Figure 1. Met2 routing.
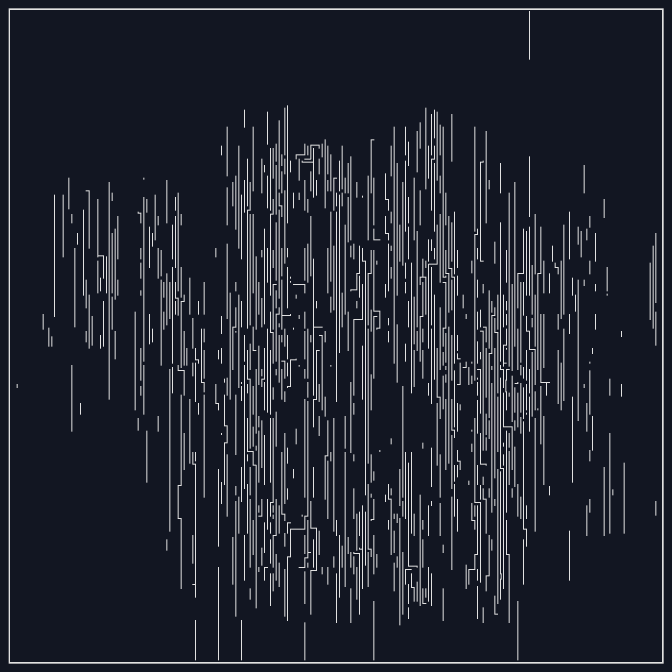
Figure 2. Cell area per tile.
10 x 10 tiles, from white (low) to dark blue (high), 0 to 100% covered.
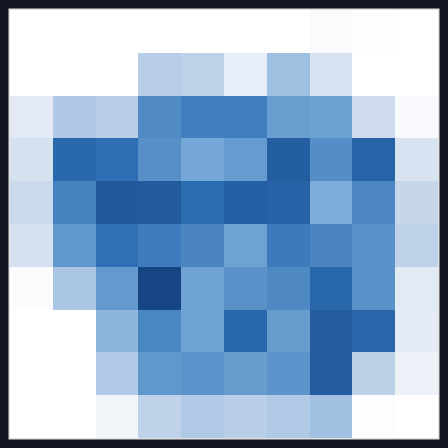
Figure 3. Selected gate families.
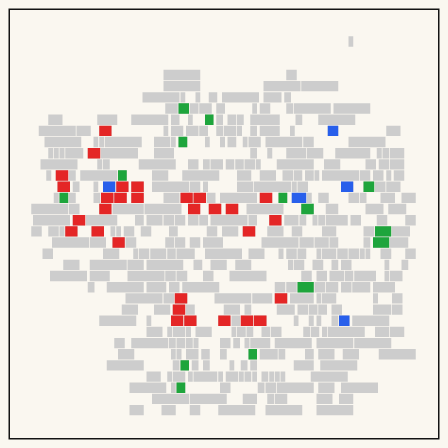
Figure 4. Wiring by layer.
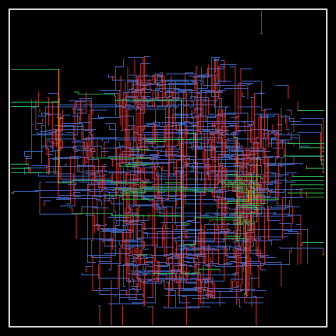
Figure 5. Congestion heat map.
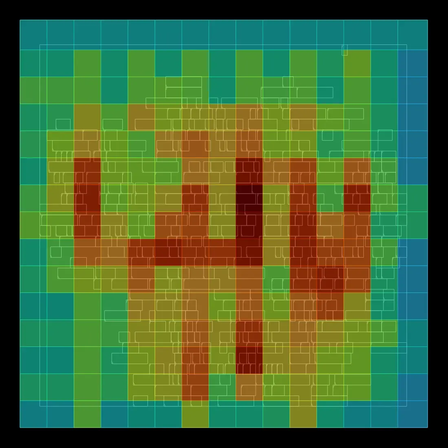
[config.mk]
export PLATFORM = sky130hd
export DESIGN_NAME = apb_timer_multi
export DESIGN_NICKNAME = d
export VERILOG_FILES = /design/src/rtl/apb_timer_multi.sv
export SDC_FILE = /design/constraint.sdc
export NUM_CORES = 1
export LEC_CHECK = 0
export CORE_MARGIN = 5
export CORE_UTILIZATION = 40
export CTS_CLUSTER_SIZE = 25
export DETAILED_ROUTE_END_ITERATION = 6
export GPL_TIMING_DRIVEN = 1
export PLACE_DENSITY = 0.66
export SYNTH_ARGS = -nofsm -noshare
export SYNTH_HDL_FRONTEND = slang
export SYNTH_SLANG_ARGS = --single-unit
[constraint.sdc]
create_clock -name PCLK -period 4.42 [get_ports PCLK]
set_clock_uncertainty 0.15 [all_clocks]
set_input_delay 1.326 -clock PCLK [delete_from_list [all_inputs] [get_ports PCLK]]
set_output_delay 1.326 -clock PCLK [all_outputs]
set_load 0.03 [all_outputs]
[src/rtl/apb_timer_multi.sv]
// apb_timer_multi: APB slave with a shared prescaler and NCH counter/compare
// channels. Each channel runs one-shot or periodic, emits a one-cycle trig
// pulse on match, and keeps a sticky MATCH bit that feeds a combined irq.
module apb_timer_multi #(
  parameter int WIDTH  = 8,
  parameter int NCH    = 2,
  parameter int ADDR_W = 5
) (
  input  logic              PCLK,
  input  logic              PRESET,
  input  logic              PSEL,
  input  logic              PENABLE,
  input  logic              PWRITE,
  input  logic [ADDR_W-1:0] PADDR,
  input  logic [WIDTH-1:0]  PWDATA,
  output logic [WIDTH-1:0]  PRDATA,
  output logic              PREADY,
  output logic              PSLVERR,
  output logic [NCH-1:0]    trig,
  output logic              irq
);

  localparam int CW = ADDR_W - 2;
  localparam logic [WIDTH-1:0] ONE = WIDTH'(1);

  logic [WIDTH-1:0] presc_r;
  logic [WIDTH-1:0] pcnt_r;
  logic [WIDTH-1:0] cmp_r [NCH];
  logic [WIDTH-1:0] cnt_r [NCH];
  logic [NCH-1:0]   en_r;
  logic [NCH-1:0]   mode_r;
  logic [NCH-1:0]   ie_r;
  logic [NCH-1:0]   match_r;
  logic [NCH-1:0]   trig_r;
  logic             irq_r;

  logic [CW-1:0]    sel_ch_s;
  logic [1:0]       off_s;
  logic             mapped_s;
  logic             wr_s;
  logic             wr_presc_s;
  logic [NCH-1:0]   wr_ctrl_s;
  logic [NCH-1:0]   wr_cmp_s;
  logic [NCH-1:0]   wr_cnt_s;
  logic [NCH-1:0]   wr_stat_s;
  logic             tick_s;
  logic [NCH-1:0]   match_s;
  logic [WIDTH-1:0] rd_s;
  logic [WIDTH-1:0] chan_rd_s;
  logic [WIDTH-1:0] prdata_s;

  // Decode the word index into register hits and per-channel write strobes
  always_comb begin
    sel_ch_s   = PADDR[ADDR_W-1:2];
    off_s      = PADDR[1:0];
    if (PADDR == '0) begin
      mapped_s = 1'b1;
    end else if ((sel_ch_s != '0) && (sel_ch_s <= CW'(NCH))) begin
      mapped_s = 1'b1;
    end else begin
      mapped_s = 1'b0;
    end
    wr_s       = PSEL & PENABLE & PWRITE & mapped_s;
    wr_presc_s = wr_s & (PADDR == '0);
    wr_ctrl_s  = '0;
    wr_cmp_s   = '0;
    wr_cnt_s   = '0;
    wr_stat_s  = '0;
    for (int c = 0; c < NCH; c++) begin
      if (wr_s && (sel_ch_s == CW'(c + 1))) begin
        wr_ctrl_s[c] = (off_s == 2'd0);
        wr_cmp_s[c]  = (off_s == 2'd1);
        wr_cnt_s[c]  = (off_s == 2'd2);
        wr_stat_s[c] = (off_s == 2'd3);
      end else begin
        wr_ctrl_s[c] = 1'b0;
        wr_cmp_s[c]  = 1'b0;
        wr_cnt_s[c]  = 1'b0;
        wr_stat_s[c] = 1'b0;
      end
    end
  end

  // Prescaler tick and match detection; a CNT load suppresses the match
  always_comb begin
    tick_s = (pcnt_r == presc_r);
    for (int c = 0; c < NCH; c++) begin
      match_s[c] = tick_s & en_r[c] & (cnt_r[c] == cmp_r[c]) & ~wr_cnt_s[c];
    end
  end

  // Combinational read mux: channel registers OR-ed by hit, then PRESC/zero
  always_comb begin
    chan_rd_s = '0;
    rd_s      = '0;
    for (int c = 0; c < NCH; c++) begin
      rd_s = '0;
      case (off_s)
        2'd0:    rd_s[2:0] = {ie_r[c], mode_r[c], en_r[c]};
        2'd1:    rd_s = cmp_r[c];
        2'd2:    rd_s = cnt_r[c];
        2'd3:    rd_s[0] = match_r[c];
        default: rd_s = '0;
      endcase
      chan_rd_s = chan_rd_s | ((sel_ch_s == CW'(c + 1)) ? rd_s : '0);
    end
    if (PSEL && !PWRITE && mapped_s && (PADDR == '0)) begin
      prdata_s = presc_r;
    end else if (PSEL && !PWRITE && mapped_s) begin
      prdata_s = chan_rd_s;
    end else begin
      prdata_s = '0;
    end
  end

  // Prescaler counter, channel state, sticky status and registered outputs
  always_ff @(posedge PCLK or posedge PRESET) begin
    if (PRESET) begin
      presc_r <= '0;
      pcnt_r  <= '0;
      en_r    <= '0;
      mode_r  <= '0;
      ie_r    <= '0;
      match_r <= '0;
      trig_r  <= '0;
      irq_r   <= 1'b0;
      for (int c = 0; c < NCH; c++) begin
        cmp_r[c] <= '0;
        cnt_r[c] <= '0;
      end
    end else begin
      if (wr_presc_s) begin
        presc_r <= PWDATA;
      end
      if (wr_presc_s || tick_s) begin
        pcnt_r <= '0;
      end else begin
        pcnt_r <= pcnt_r + ONE;
      end
      trig_r <= match_s;
      irq_r  <= |(match_r & ie_r);
      for (int c = 0; c < NCH; c++) begin
        // software CTRL write wins over the one-shot self-disable
        if (wr_ctrl_s[c]) begin
          en_r[c]   <= PWDATA[0];
          mode_r[c] <= PWDATA[1];
          ie_r[c]   <= PWDATA[2];
        end else if (match_s[c] && !mode_r[c]) begin
          en_r[c] <= 1'b0;
        end
        if (wr_cmp_s[c]) begin
          cmp_r[c] <= PWDATA;
        end
        if (wr_cnt_s[c]) begin
          cnt_r[c] <= PWDATA;
        end else if (wr_ctrl_s[c] && PWDATA[0] && !en_r[c]) begin
          cnt_r[c] <= '0;
        end else if (match_s[c]) begin
          cnt_r[c] <= '0;
        end else if (tick_s && en_r[c]) begin
          cnt_r[c] <= cnt_r[c] + ONE;
        end
        // hardware set beats a same-cycle write-1-to-clear
        if (match_s[c]) begin
          match_r[c] <= 1'b1;
        end else if (wr_stat_s[c] && PWDATA[0]) begin
          match_r[c] <= 1'b0;
        end
      end
    end
  end

  assign PRDATA  = prdata_s;
  assign PREADY  = 1'b1;
  assign PSLVERR = PSEL & PENABLE & ~mapped_s & ~PRESET;
  assign trig    = trig_r;
  assign irq     = irq_r;

endmodule
==> impl_metrics.json <==
{
  "cts_htree_levels": 3,
  "dp_hpwl_mm": 7.07,
  "r2r_slack_ns": 2.16,
  "r2r_cells": 5,
  "pwr-share-clk_pct": 25.6,
  "first_pass_iters": 5,
  "antenna_found_initial": 0,
  "avgSynthCellArea_um2": 10.2,
  "cp.arrival_ns": 2.89,
  "overflow": 0,
  "yosys-stat-area_mm2": 0.00355,
  "ys_types": 58,
  "cts_tree": "done",
  "via_per_inst": 5.95,
  "fin_crit_ns": 4.37,
  "async_flop_share_pct": 100,
  "dp_slack_ns": -0.277,
  "run_status": "completed",
  "timing.rr.end": "cnt_r[14]",
  "edf_count": 0,
  "postRouteAntennaNets": 0,
  "final_cell_area_mm2": 0.00432,
  "tool_warnings": 32,
  "seq_power_share_pct": 47.9,
  "cts_buffers": 9,
  "rows": 34,
  "gp_congestion": 0.914,
  "ff_type": "dfrtp_1",
  "crit-reg2reg-launch": "presc_r[2]",
  "p_switching_mw": 0.562,
  "switching_share_pct": 35.5,
  "grt_pass1_wl_mm": 16.0,
  "end_kind": "output port",
  "numSynthFlops": 59,
  "clk_latency_ns": 0.34,
  "hold_violations": 0,
  "worstPathRequired_ns": 2.94,
  "netlist_instances": 347,
  "p_leak_nw": 1.91,
  "intPower_mw": 1.02,
  "grt_max_degree": 38,
  "cts-root-buf": "clkbuf_8",
  "crit_start": "PADDR[1]",
  "antenna_cells": 0,
  "power_density_mw_per_mm2": 366,
  "drt_iter0_drc": 292,
  "endpoint": "PRDATA[2]",
  "dieArea_mm2": 0.0109,
  "io_buffers": 29,
  "grt_pass1_vias": 3048,
  "cap_violations": 0,
  "setup_viol": 0,
  "clk_pin_slew_ns": 0.06,
  "drive_gt1_share_pct": 27.3,
  "die_h_um": 104,
  "timing_worst_setup_path_type": "input pin to output port",
  "rsz0062_at_grt": "true",
  "peakVddDrop_uv": 277,
  "syn_area_mm2": 0.00355,
  "fmax_mhz": 229,
  "fp_nets": 374,
  "start_kind": "input pin",
  "place_area_mm2": 0.00406,
  "lay_top_cells": "dfrtp_1 (59), buf_4 (35), xor2_1 (29)",
  "slew_viol_final": 0,
  "yosysWarnings": 0,
  "worstHoldPathType": "register to register",
  "post-route-drc-count": 0,
  "dp.cells": 496,
  "die_w_um": 104,
  "relSlewSlack_pct": 47.1,
  "seq_area_frac_synth_pct": 41.6,
  "crit_path_max_fanout": 5,
  "finalNetCount": 429,
  "p_comb_share_pct": 26.5,
  "yosysCellCount": 347,
  "worst_slew_pin_slew_ns": 0.792,
  "clk_path_buf_depth": 2,
  "fin_ws_ns": 0.0525,
  "period_used_pct": 98.8,
  "clock-sinks": 59
}
Notes on Figure 1 above:
- wire length on this layer: 4500 µm
- main direction: vertical
- nets with wire on the layer: 366
- longest straight run: 37.7 µm
- share of all routed wire: 46%
met2 usage: 27.6%
via count: 3062
final wirelength: 9.78 mm

Notes on Figure 2 above:
- tiles over 75% full: 15%
- nearly empty tiles: 23%
- mean over tiles: 39%
- fullest tile: 91%
- densest ninth of the die: middle
Layout Utilization: 49.7%
fp_density: 40.9%
Core Region: 0.00868 mm²

Notes on Figure 3 above:
- AND and OR gates: green (cells 14; most used and3_1)
- AND-OR and OR-AND gates: blue (cells 5; most used a21o_1)
- XOR/XNOR gates: red (cells 30; most used xor2_1)
Non-Filler Instances: 515
combinational share of cell area: 46.7%
Commonest Layout Cell: dfrtp_1

Notes on Figure 4 above:
- met2: red (wire length 4500 µm)
- met3: green (wire length 688 µm)
- met4: orange (wire length 244 µm)
- met1: blue (wire length 4350 µm)
Wirelength per Cell: 19.0 µm
GR Util All Layers: 18.1%

Notes on Figure 5 above:
met3 Use GR: 4.84%
global routing's busiest layer: met2
M1 GR Usage: 24.9%

[cells by family (layout without fill, tap and decap cells)]
family | after synthesis | in the layout | synth area share [%]
buffers and inverters | 30 | 89 | 4.05
xor gates and xnor gates | 30 | 30 | 7.40
muxes | 28 | 28 | 8.88
adders and majority gates | 9 | 9 | 3.17
other | 1 | 1 | 0.106
AOI/OAI and AO/OA | 81 | 81 | 17.0
DFF | 59 | 59 | 41.6
and+or+nand+nor | 109 | 110 | 17.8
[per-stage QoR]
stage	power, mW	TNS (ns)
floorplan	1.03	0
global placement	1.16	-1.35
detailed placement	1.17	-1.62
CTS	1.59	0
global route	1.68	-0.0291
finish	1.58	0
[sequential cells by signal, indices dropped and copies added (netlist names)]
register  flops
en_r          2
cmp_r        16
irq           1
mode_r        2
presc_r       8
cnt_r        16
ie_r          2
match_r       2
trig          2
pcnt_r        8
[timing repair]
action	in CTS	in global routing
gates resized	13	13
pin swaps	7	2
endpoints found under the setup margin	8	8
cloned	0	2
hold buffers	0	0
buffers inserted	0	1
[worst max-delay path, stage by stage]
cell and delay (ns):
dlygate4sd2_1 0.25, buf_4 0.15, ha_2 0.20, buf_4 0.16
a222oi_1 0.27, o22ai_1 0.15, a22oi_1 0.17, nor2_1 0.06
buf_4 0.17
[final cells by class]
class | instances | area (µm²)
Clock inverter | 3 | 15.0
Timing Repair Buffer | 56 | 469
Clock buffer | 13 | 139
Fill cell | 812 | 4360
Multi-Input combinational cell | 259 | 2020
Inverter | 17 | 63.8
Sequential cell | 59 | 1480
Tap cell | 108 | 135
[synth_stat cells, types with 6 or more instances]
| cell type | count | area, µm² |
|---|---|---|
| a21oi_1 | 9 | 45.0 |
| a222oi_1 | 6 | 60.1 |
| a22oi_1 | 19 | 143 |
| dfrtp_1 | 59 | 1480 |
| ha_1 | 9 | 113 |
| inv_1 | 17 | 63.8 |
| mux2_2 | 28 | 315 |
| nand2_1 | 27 | 101 |
| nand3_1 | 18 | 90.1 |
| nor2_1 | 18 | 67.6 |
| nor4_1 | 6 | 37.5 |
| o221ai_1 | 8 | 70.1 |
| o22ai_1 | 9 | 56.3 |
| xor2_1 | 29 | 254 |
[worst min path at each step]
stage	start	slack, ns	cells past startpoint	to
after floorplan	match_r[1]	0.32	1	match_r[1]
after global placement	match_r[0]	0.38	1	match_r[0]
after detailed placement	match_r[0]	0.38	1	match_r[0]
after CTS	match_r[0]	0.39	1	match_r[0]
after global routing	match_r[0]	0.42	1	match_r[0]
final	match_r[0]	0.38	1	match_r[0]
[layer usage]
metal,vias up,GRT usage [%],share of wire (%)
met2,126,27.6,46
li1,1415,-,-
met1,1498,24.9,44
met5,-,0,0
met4,0,6.01,2.5
met3,23,4.84,7.0
[power groups by stage]
stage               clock [mW]  combinational, mW  sequential [mW]
floorplan                    0              0.315            0.714
global placement             0              0.394            0.762
detailed placement           0              0.403            0.765
CTS                      0.419              0.411            0.755
global route             0.443              0.470            0.771
finish                   0.405              0.419            0.757
Power and IR drop assume default switching activity.
